Fig. 1: metal layers overlaid
Two of the layers only.
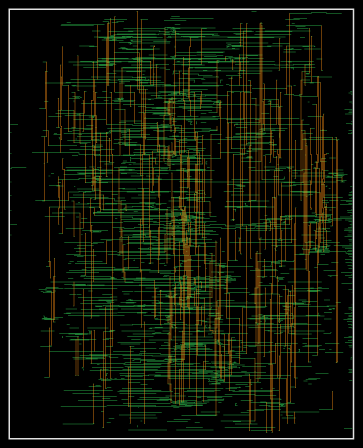
Fig. 2: congestion heat map
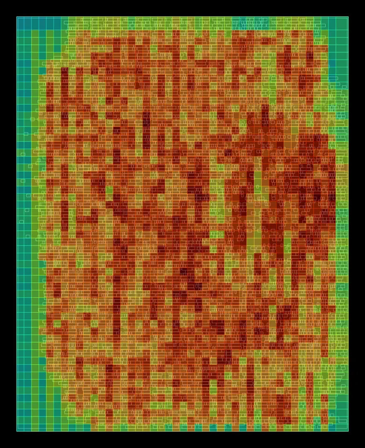
Fig. 3: placed cells, one color a class
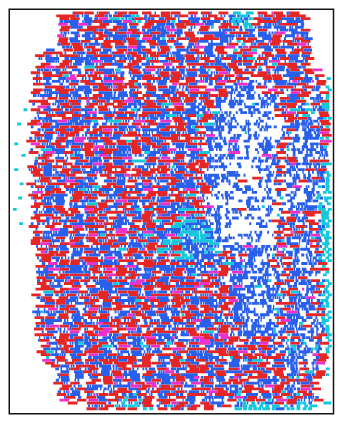
[src/rtl/datapath_multiciclo_pkg.sv]
`default_nettype none
// ============================================================================
// Module      : datapath_mc_pkg
// Description : Shared definitions for the multicycle MIPS-subset core:
//               opcode/funct codes, 4-bit ALU operation codes, FSM state
//               encoding and small decode helpers.
// Ports       : none (package)
// Revision    : 1.0 - initial release
// ============================================================================
package datapath_mc_pkg;

    // Primary opcodes (IR[31:26])
    localparam logic [5:0] c_OP_RTYPE = 6'b000000;
    localparam logic [5:0] c_OP_LW    = 6'b100011;
    localparam logic [5:0] c_OP_SW    = 6'b101011;
    localparam logic [5:0] c_OP_BEQ   = 6'b000100;
    localparam logic [5:0] c_OP_ADDI  = 6'b001000;
    localparam logic [5:0] c_OP_J     = 6'b000010;

    // R-type function codes (IR[5:0])
    localparam logic [5:0] c_FN_ADD = 6'b100000;
    localparam logic [5:0] c_FN_SUB = 6'b100010;
    localparam logic [5:0] c_FN_AND = 6'b100100;
    localparam logic [5:0] c_FN_OR  = 6'b100101;
    localparam logic [5:0] c_FN_SLT = 6'b101010;

    // ALU operation codes, kept identical to the legacy ALU_Control encoding
    localparam logic [3:0] c_ALU_AND = 4'b0000;
    localparam logic [3:0] c_ALU_OR  = 4'b0001;
    localparam logic [3:0] c_ALU_ADD = 4'b0010;
    localparam logic [3:0] c_ALU_SUB = 4'b0110;
    localparam logic [3:0] c_ALU_SLT = 4'b0111;

    typedef enum logic [2:0] {
        S_FETCH  = 3'd0,
        S_DECODE = 3'd1,
        S_EXEC   = 3'd2,
        S_MEM    = 3'd3,
        S_WB     = 3'd4,
        S_HALT   = 3'd5
    } state_t;

    function automatic logic [31:0] sext16(input logic [15:0] imm);
        return {{16{imm[15]}}, imm};
    endfunction

    // True for every opcode/funct combination the core implements.
    function automatic logic is_legal(input logic [5:0] op, input logic [5:0] funct);
        logic ok;
        ok = 1'b0;
        case (op)
            c_OP_RTYPE: ok = (funct == c_FN_ADD) || (funct == c_FN_SUB) ||
                             (funct == c_FN_AND) || (funct == c_FN_OR)  ||
                             (funct == c_FN_SLT);
            c_OP_LW, c_OP_SW, c_OP_BEQ, c_OP_ADDI, c_OP_J: ok = 1'b1;
            default: ok = 1'b0;
        endcase
        return ok;
    endfunction

    function automatic logic [3:0] funct_to_aluop(input logic [5:0] funct);
        logic [3:0] op;
        case (funct)
            c_FN_AND: op = c_ALU_AND;
            c_FN_OR:  op = c_ALU_OR;
            c_FN_SUB: op = c_ALU_SUB;
            c_FN_SLT: op = c_ALU_SLT;
            default:  op = c_ALU_ADD;
        endcase
        return op;
    endfunction

endpackage
`default_nettype wire

[src/rtl/datapath_multiciclo_regs.sv]
`default_nettype none
// ============================================================================
// Module      : banco_registros_rst
// Description : NUM_REGS x 32 register file, two asynchronous read ports,
//               one synchronous write port, asynchronous active-low clear.
//               Register 0 has no storage: it always reads 0 and ignores
//               writes.
// Ports       : clk_i, rst_ni         clock / async active-low clear
//               we_i, waddr_i, wdata_i write port
//               raddr1_i / rdata1_o    read port 1
//               raddr2_i / rdata2_o    read port 2
// Revision    : 1.0 - initial release
// ============================================================================
module banco_registros_rst #(
    parameter int NUM_REGS = 32,
    parameter int ADDR_W   = $clog2(NUM_REGS)
) (
    input  logic              clk_i,
    input  logic              rst_ni,
    input  logic              we_i,
    input  logic [ADDR_W-1:0] waddr_i,
    input  logic [31:0]       wdata_i,
    input  logic [ADDR_W-1:0] raddr1_i,
    output logic [31:0]       rdata1_o,
    input  logic [ADDR_W-1:0] raddr2_i,
    output logic [31:0]       rdata2_o
);

    // Entries 1..NUM_REGS-1 only; index 0 is synthesised as constant zero.
    logic [31:0] regs_q [1:NUM_REGS-1];

    always_ff @(posedge clk_i or negedge rst_ni) begin
        if (!rst_ni) begin
            for (int i = 1; i < NUM_REGS; i++) begin
                regs_q[i] <= '0;
            end
        end else if (we_i && (waddr_i != '0)) begin
            regs_q[waddr_i] <= wdata_i;
        end
    end

    assign rdata1_o = (raddr1_i == '0) ? 32'd0 : regs_q[raddr1_i];
    assign rdata2_o = (raddr2_i == '0) ? 32'd0 : regs_q[raddr2_i];

endmodule
`default_nettype wire

[src/rtl/datapath_multiciclo.sv]
`default_nettype none
// ============================================================================
// Module      : datapath_multiciclo
// Description : Multicycle MIPS-subset core (add/sub/and/or/slt, lw, sw,
//               beq, addi, j) with an inline control FSM and ALU, sharing a
//               single req/ready memory port between fetch and data access.
//               Illegal instructions park the core in HALT until reset.
// Ports       : CLK, RST_N              clock / async active-low reset
//               mem_req/we/addr/wdata   memory request (held until ready)
//               mem_rdata, mem_ready    memory response
//               tr_salida_final         last value written to the reg file
//               wb_valid                one-cycle register-write strobe
//               pc_out, halted, retired status
// Revision    : 1.0 - initial release
// ============================================================================
module datapath_multiciclo
    import datapath_mc_pkg::*;
#(
    parameter logic [31:0] RESET_PC = 32'h0000_0000,
    parameter int          CNT_W    = 32,
    parameter int          NUM_REGS = 32   // power of two, 2..32
) (
    input  logic             CLK,
    input  logic             RST_N,
    output logic             mem_req,
    output logic             mem_we,
    output logic [31:0]      mem_addr,
    output logic [31:0]      mem_wdata,
    input  logic [31:0]      mem_rdata,
    input  logic             mem_ready,
    output logic [31:0]      tr_salida_final,
    output logic             wb_valid,
    output logic [31:0]      pc_out,
    output logic             halted,
    output logic [CNT_W-1:0] retired
);

    localparam int c_RA_W = $clog2(NUM_REGS);

    // ------------------------------------------------------------------
    // Architectural and pipeline-holding registers
    // ------------------------------------------------------------------
    state_t             state_q,   state_d;
    logic [31:0]        pc_q,      pc_d;
    logic [31:0]        ir_q,      ir_d;
    logic [31:0]        a_q,       a_d;
    logic [31:0]        b_q,       b_d;
    logic [31:0]        aluout_q,  aluout_d;
    logic [31:0]        mdr_q,     mdr_d;
    logic [31:0]        tr_q,      tr_d;
    logic [CNT_W-1:0]   retired_q, retired_d;

    // ------------------------------------------------------------------
    // Instruction fields
    // ------------------------------------------------------------------
    logic [5:0]  w_op;
    logic [5:0]  w_funct;
    logic [4:0]  w_rs;
    logic [4:0]  w_rt;
    logic [4:0]  w_rd;
    logic [31:0] w_sext;
    logic        w_unused_shamt;

    assign w_op    = ir_q[31:26];
    assign w_rs    = ir_q[25:21];
    assign w_rt    = ir_q[20:16];
    assign w_rd    = ir_q[15:11];
    assign w_funct = ir_q[5:0];
    assign w_sext  = sext16(ir_q[15:0]);
    // Shift amount field is not used by any supported instruction.
    assign w_unused_shamt = ^ir_q[10:6];

    // ------------------------------------------------------------------
    // Register file
    // ------------------------------------------------------------------
    logic              w_rf_we;
    logic [c_RA_W-1:0] w_rf_waddr;
    logic [31:0]       w_rf_wdata;
    logic [31:0]       w_rf_rdata1;
    logic [31:0]       w_rf_rdata2;
    logic [c_RA_W-1:0] w_rs_idx;
    logic [c_RA_W-1:0] w_rt_idx;
    logic [c_RA_W-1:0] w_rd_idx;

    // Register indices are the instruction fields truncated to the file depth.
    assign w_rs_idx = w_rs[c_RA_W-1:0];
    assign w_rt_idx = w_rt[c_RA_W-1:0];
    assign w_rd_idx = w_rd[c_RA_W-1:0];

    banco_registros_rst #(
        .NUM_REGS (NUM_REGS)
    ) u_banco (
        .clk_i    (CLK),
        .rst_ni   (RST_N),
        .we_i     (w_rf_we),
        .waddr_i  (w_rf_waddr),
        .wdata_i  (w_rf_wdata),
        .raddr1_i (w_rs_idx),
        .rdata1_o (w_rf_rdata1),
        .raddr2_i (w_rt_idx),
        .rdata2_o (w_rf_rdata2)
    );

    // ------------------------------------------------------------------
    // ALU: R-type uses funct and B; every other EXEC use is A + sext(imm)
    // ------------------------------------------------------------------
    logic [3:0]  w_alu_op;
    logic [31:0] w_alu_b;
    logic [31:0] w_alu_res;

    assign w_alu_op = (w_op == c_OP_RTYPE) ? funct_to_aluop(w_funct) : c_ALU_ADD;
    assign w_alu_b  = (w_op == c_OP_RTYPE) ? b_q : w_sext;

    always_comb begin
        w_alu_res = '0;
        case (w_alu_op)
            c_ALU_AND: w_alu_res = a_q & w_alu_b;
            c_ALU_OR:  w_alu_res = a_q | w_alu_b;
            c_ALU_ADD: w_alu_res = a_q + w_alu_b;
            c_ALU_SUB: w_alu_res = a_q - w_alu_b;
            c_ALU_SLT: w_alu_res = {31'd0, ($signed(a_q) < $signed(w_alu_b))};
            default:   w_alu_res = '0;
        endcase
    end

    // ------------------------------------------------------------------
    // Control FSM: next-state and datapath register updates
    // ------------------------------------------------------------------
    logic        w_mem_req;
    logic        w_mem_we;
    logic [31:0] w_mem_addr;
    logic [31:0] w_mem_wdata;
    logic [CNT_W-1:0] w_retired_inc;

    assign w_retired_inc = retired_q + CNT_W'(1);

    always_comb begin
        state_d     = state_q;
        pc_d        = pc_q;
        ir_d        = ir_q;
        a_d         = a_q;
        b_d         = b_q;
        aluout_d    = aluout_q;
        mdr_d       = mdr_q;
        tr_d        = tr_q;
        retired_d   = retired_q;
        w_rf_we     = 1'b0;
        w_rf_waddr  = '0;
        w_rf_wdata  = '0;
        w_mem_req   = 1'b0;
        w_mem_we    = 1'b0;
        w_mem_addr  = '0;
        w_mem_wdata = '0;

        case (state_q)
            S_FETCH: begin
                w_mem_req  = 1'b1;
                w_mem_addr = pc_q;
                if (mem_ready) begin
                    ir_d    = mem_rdata;
                    pc_d    = pc_q + 32'd4;
                    state_d = S_DECODE;
                end
            end

            S_DECODE: begin
                a_d      = w_rf_rdata1;
                b_d      = w_rf_rdata2;
                // Branch target computed speculatively; pc_q is already PC+4.
                aluout_d = pc_q + {w_sext[29:0], 2'b00};
                state_d  = is_legal(w_op, w_funct) ? S_EXEC : S_HALT;
            end

            S_EXEC: begin
                case (w_op)
                    c_OP_RTYPE, c_OP_ADDI: begin
                        aluout_d = w_alu_res;
                        state_d  = S_WB;
                    end
                    c_OP_LW, c_OP_SW: begin
                        aluout_d = w_alu_res;
                        state_d  = S_MEM;
                    end
                    c_OP_BEQ: begin
                        if (a_q == b_q) begin
                            pc_d = aluout_q;
                        end
                        retired_d = w_retired_inc;
                        state_d   = S_FETCH;
                    end
                    c_OP_J: begin
                        pc_d      = {pc_q[31:28], ir_q[25:0], 2'b00};
                        retired_d = w_retired_inc;
                        state_d   = S_FETCH;
                    end
                    default: state_d = S_HALT;
                endcase
            end

            S_MEM: begin
                w_mem_req  = 1'b1;
                w_mem_addr = aluout_q;
                if (w_op == c_OP_SW) begin
                    w_mem_we    = 1'b1;
                    w_mem_wdata = b_q;
                end
                if (mem_ready) begin
                    if (w_op == c_OP_SW) begin
                        retired_d = w_retired_inc;
                        state_d   = S_FETCH;
                    end else begin
                        mdr_d   = mem_rdata;
                        state_d = S_WB;
                    end
                end
            end

            S_WB: begin
                w_rf_we    = 1'b1;
                w_rf_waddr = (w_op == c_OP_RTYPE) ? w_rd_idx : w_rt_idx;
                w_rf_wdata = (w_op == c_OP_LW) ? mdr_q : aluout_q;
                tr_d       = w_rf_wdata;
                retired_d  = w_retired_inc;
                state_d    = S_FETCH;
            end

            S_HALT: state_d = S_HALT;

            default: state_d = S_HALT;
        endcase
    end

    always_ff @(posedge CLK or negedge RST_N) begin
        if (!RST_N) begin
            state_q   <= S_FETCH;
            pc_q      <= RESET_PC;
            ir_q      <= '0;
            a_q       <= '0;
            b_q       <= '0;
            aluout_q  <= '0;
            mdr_q     <= '0;
            tr_q      <= '0;
            retired_q <= '0;
        end else begin
            state_q   <= state_d;
            pc_q      <= pc_d;
            ir_q      <= ir_d;
            a_q       <= a_d;
            b_q       <= b_d;
            aluout_q  <= aluout_d;
            mdr_q     <= mdr_d;
            tr_q      <= tr_d;
            retired_q <= retired_d;
        end
    end

    // ------------------------------------------------------------------
    // Outputs. The state register resets to FETCH, so the memory port is
    // gated directly by RST_N: the request drops the instant reset asserts
    // and stays low (with the bus at zero) for the whole reset period.
    // ------------------------------------------------------------------
    assign mem_req         = w_mem_req & RST_N;
    assign mem_we          = w_mem_we  & RST_N;
    assign mem_addr        = RST_N ? w_mem_addr  : 32'd0;
    assign mem_wdata       = RST_N ? w_mem_wdata : 32'd0;
    assign tr_salida_final = tr_q;
    assign wb_valid        = (state_q == S_WB);
    assign pc_out          = pc_q;
    assign halted          = (state_q == S_HALT);
    assign retired         = retired_q;

endmodule
`default_nettype wire
[config.mk]
export PLATFORM = sky130hd
export DESIGN_NAME = datapath_multiciclo
export DESIGN_NICKNAME = d
export VERILOG_FILES = /design/src/rtl/datapath_multiciclo_pkg.sv /design/src/rtl/datapath_multiciclo_regs.sv /design/src/rtl/datapath_multiciclo.sv
export SDC_FILE = /design/constraint.sdc
export NUM_CORES = 2
export LEC_CHECK = 0
export CAP_MARGIN = 40
export CORE_ASPECT_RATIO = 1.25
export CORE_UTILIZATION = 60
export DETAILED_ROUTE_END_ITERATION = 10
export PLACE_DENSITY_LB_ADDON = 0.3
export SLEW_MARGIN = 20
export SYNTH_ARGS = -nofsm -noshare
export SYNTH_HDL_FRONTEND = slang
export SYNTH_SLANG_ARGS = --single-unit
[constraint.sdc]
create_clock -name CLK -period 9.6 [get_ports CLK]
set_input_delay 2.88 -clock CLK [delete_from_list [all_inputs] [get_ports CLK]]
set_output_delay 2.88 -clock CLK [all_outputs]
set_load 0.005 [all_outputs]
==> flow_results.org <==
#+TITLE: Physical design notes

** Synthesis
- Area fraction in and, or, nand and nor cells after synthesis :: 10.52%
- Grouping non-sequential cells by family puts the most area in multiplexers.
- Yosys cell count :: 6498
- Xor/xnor share of the synthesized area :: 1.418%
- Area fraction in compound gates :: 14.17%
- Cell area after synthesis :: 70410 µm²
- Yosys mapped a number of flops with a built-in enable equal to 0.
- Post-Synth Adder-Cell Area :: 2.609%
- Sequential cells were found to cover 44.46% of the synthesized design area.
- Top post-synthesis cells by count :: 1276 x sky130_fd_sc_hd__nand2_1, 1251 x sky130_fd_sc_hd__dfrtp_1, 947 x sky130_fd_sc_hd__o21ai_0, 576 x sky130_fd_sc_hd__mux4_2, 406 x sky130_fd_sc_hd__clkbuf_1

** Detailed routing
- Count of unresolved DRC violations after routing :: 0
- The detailed router reports a met3 wire length of 23.81 mm.
- Uppermost metal layer occupied by signal nets :: met5

** Finish
- The final layout report lists a clock buffer count of 174.
- Share of cells above drive strength 1 :: 20.10%
- In the final design, more cell area goes to combinational gates than to any other class.
- Multi-input logic gates represent a cell area share of 46.30%.
- After the last flow step, the layout net total stands at 6581.
- Sequential cells placed in the final layout were counted as 1251.
- Proportion of cell area spent on the clock network :: 5.181%
- Leaving out buffers and inverters, the combinational logic in the layout accounts for 36370 µm².
- In the layout the commonest cells are 1272 x sky130_fd_sc_hd__nand2_1, 1240 x sky130_fd_sc_hd__dfrtp_1, 946 x sky130_fd_sc_hd__o21ai_0, 576 x sky130_fd_sc_hd__mux4_2, 197 x sky130_fd_sc_hd__clkdlybuf4s50_1.
- After filler insertion, the fill cell instance count of the layout stands at 8346.

** Global routing
- Entering global routing, the biggest net connects 167 pins.
- Gr ovfl total :: 0
- The via count of the first global-routing pass was 55169.
- The number of antenna violations at the first check in global routing came to 7.

** Clocking
- Clock buffers created by TritonCTS :: 119
- Clock-pin slew was measured on the worst setup and hold paths at 60 ps.
- In this run the number of H-tree levels came out at 3.

** STA
- After routing, the total negative slack on setup checks comes to 0 ps.
- After layout, the worst path uses 83.02% of the clock period.
- The highest clock rate this design can be run at is 125.5 MHz.
- At the pin with the least slew margin, the transition time is 1085 ps.
- Minimum clock period :: 7970 ps
- Final worst slack :: 1630 ps

** Worst setup path
- Required time of the critical path :: 6720 ps
- The critical path maximum fanout is 58.
- The worst setup path is captured at an output pin.
- The slowest stage of the critical path is the sky130_fd_sc_hd__nor3_2 cell.
- Data arrival time of the critical path :: 5090 ps

** Status
- Status :: completed

** Power
- Logic pwr share :: 1.4%
- Sequential cells account for 51.0% of the total power.
- The power report shows net switching accounting for 21.77% of the total.
- The power report puts the leakage power at 32.35 nW.
- The sequential power reported by the tool is 5.27 mW.

** Place
- Buffers added on ports :: 198

** Die
- Before placement the cells fill 60.44% of the core.
- Die area :: 118700 µm²

** Run
- The logs give a warning total of 121.
Notes on Fig. 1 above:
[metal 4] orange | wire length: 16700 µm
[metal 3] green | wire length: 23.8 mm
vias post-DR: 55342
detailed-route wire length: 229.8 mm
routed length per instance: 28.48 µm
GRT Overall Usage: 39.41%

Notes on Fig. 2 above:
peak-usage layer in the global routing report: met2
core utilization of the finished layout: 67.44%
fraction of met2 tracks used by global routing: 61.57%
fraction of met1 tracks used by global routing: 49.83%
met3 Use GR: 9.186%

Notes on Fig. 3 above:
[clock drivers and dummy loads] magenta | cells: 224 | share of their area: 5.3%
[combinational and other logic] blue | cells: 4667 | share of their area: 48%
[flops] red | cells: 1251 | share of their area: 41%
[other buffers and delay cells] cyan | cells: 362 | share of their area: 5.6%
summed area of non-filler cells in the final layout: 78560 µm²
core area: 116500 µm²

==> registers in the layout, indices dropped and copies added (netlist names) <==
register	cells
u_banco.regs_q	992
a_q	32
aluout_q	32
b_q	32
ir_q	32
mdr_q	32
pc_out	32
retired	32
tr_salida_final	32
state_q	3
==> stage by stage <==
step                utilization (%)  hold slack, ps  area, µm²  power, mW
finish                        67.44           470.5      78560      10.34
global route                  67.44           501.0      78560      10.57
CTS                           67.28           475.5      78370      10.37
detailed placement            63.78           461.8      74300      5.517
global placement              62.64           457.3      72970      5.501
floorplan                         -           460.4      70410      5.371
==> routing by layer <==
layer | vias up | global-route usage (%)
li1 | 23325 | -
met2 | 3300 | 61.57
met3 | 855 | 9.186
met4 | 4 | 25.07
met1 | 27858 | 49.83
met5 | - | 0
==> path summary, 6_finish.rpt <==
| check | from | end | slack, ps | depth (start not counted) |
|---|---|---|---|---|
| max | RST_N | mem_wdata[19] | 1630 | 6 |
| min | retired[31] | retired[31] | 470 | 1 |
| max reg2reg | ir_q[28] | aluout_q[30] | 3690 | 15 |
| min reg2reg | retired[31] | retired[31] | 470 | 1 |
| max in group asynchronous | RST_N | u_banco.regs_q[53] | 5030 | 6 |
| min in group asynchronous | RST_N | retired[13] | 2010 | 1 |
==> kinds of logic (layout without fill, tap and decap cells) <==
| kind of cell | Yosys count | count (layout) |
|---|---|---|
| multiplexers | 847 | 847 |
| adder cells (fa/ha/maj) | 145 | 145 |
| buffers and inverters | 716 | 722 |
| flip-flops | 1251 | 1251 |
| AND/OR/NAND/NOR | 1740 | 1740 |
| XOR/XNOR | 114 | 114 |
| AND-OR/OR-AND | 1685 | 1685 |
| other | 0 | 4 |
No activity file was given, so power comes from the tool's default toggle rates.
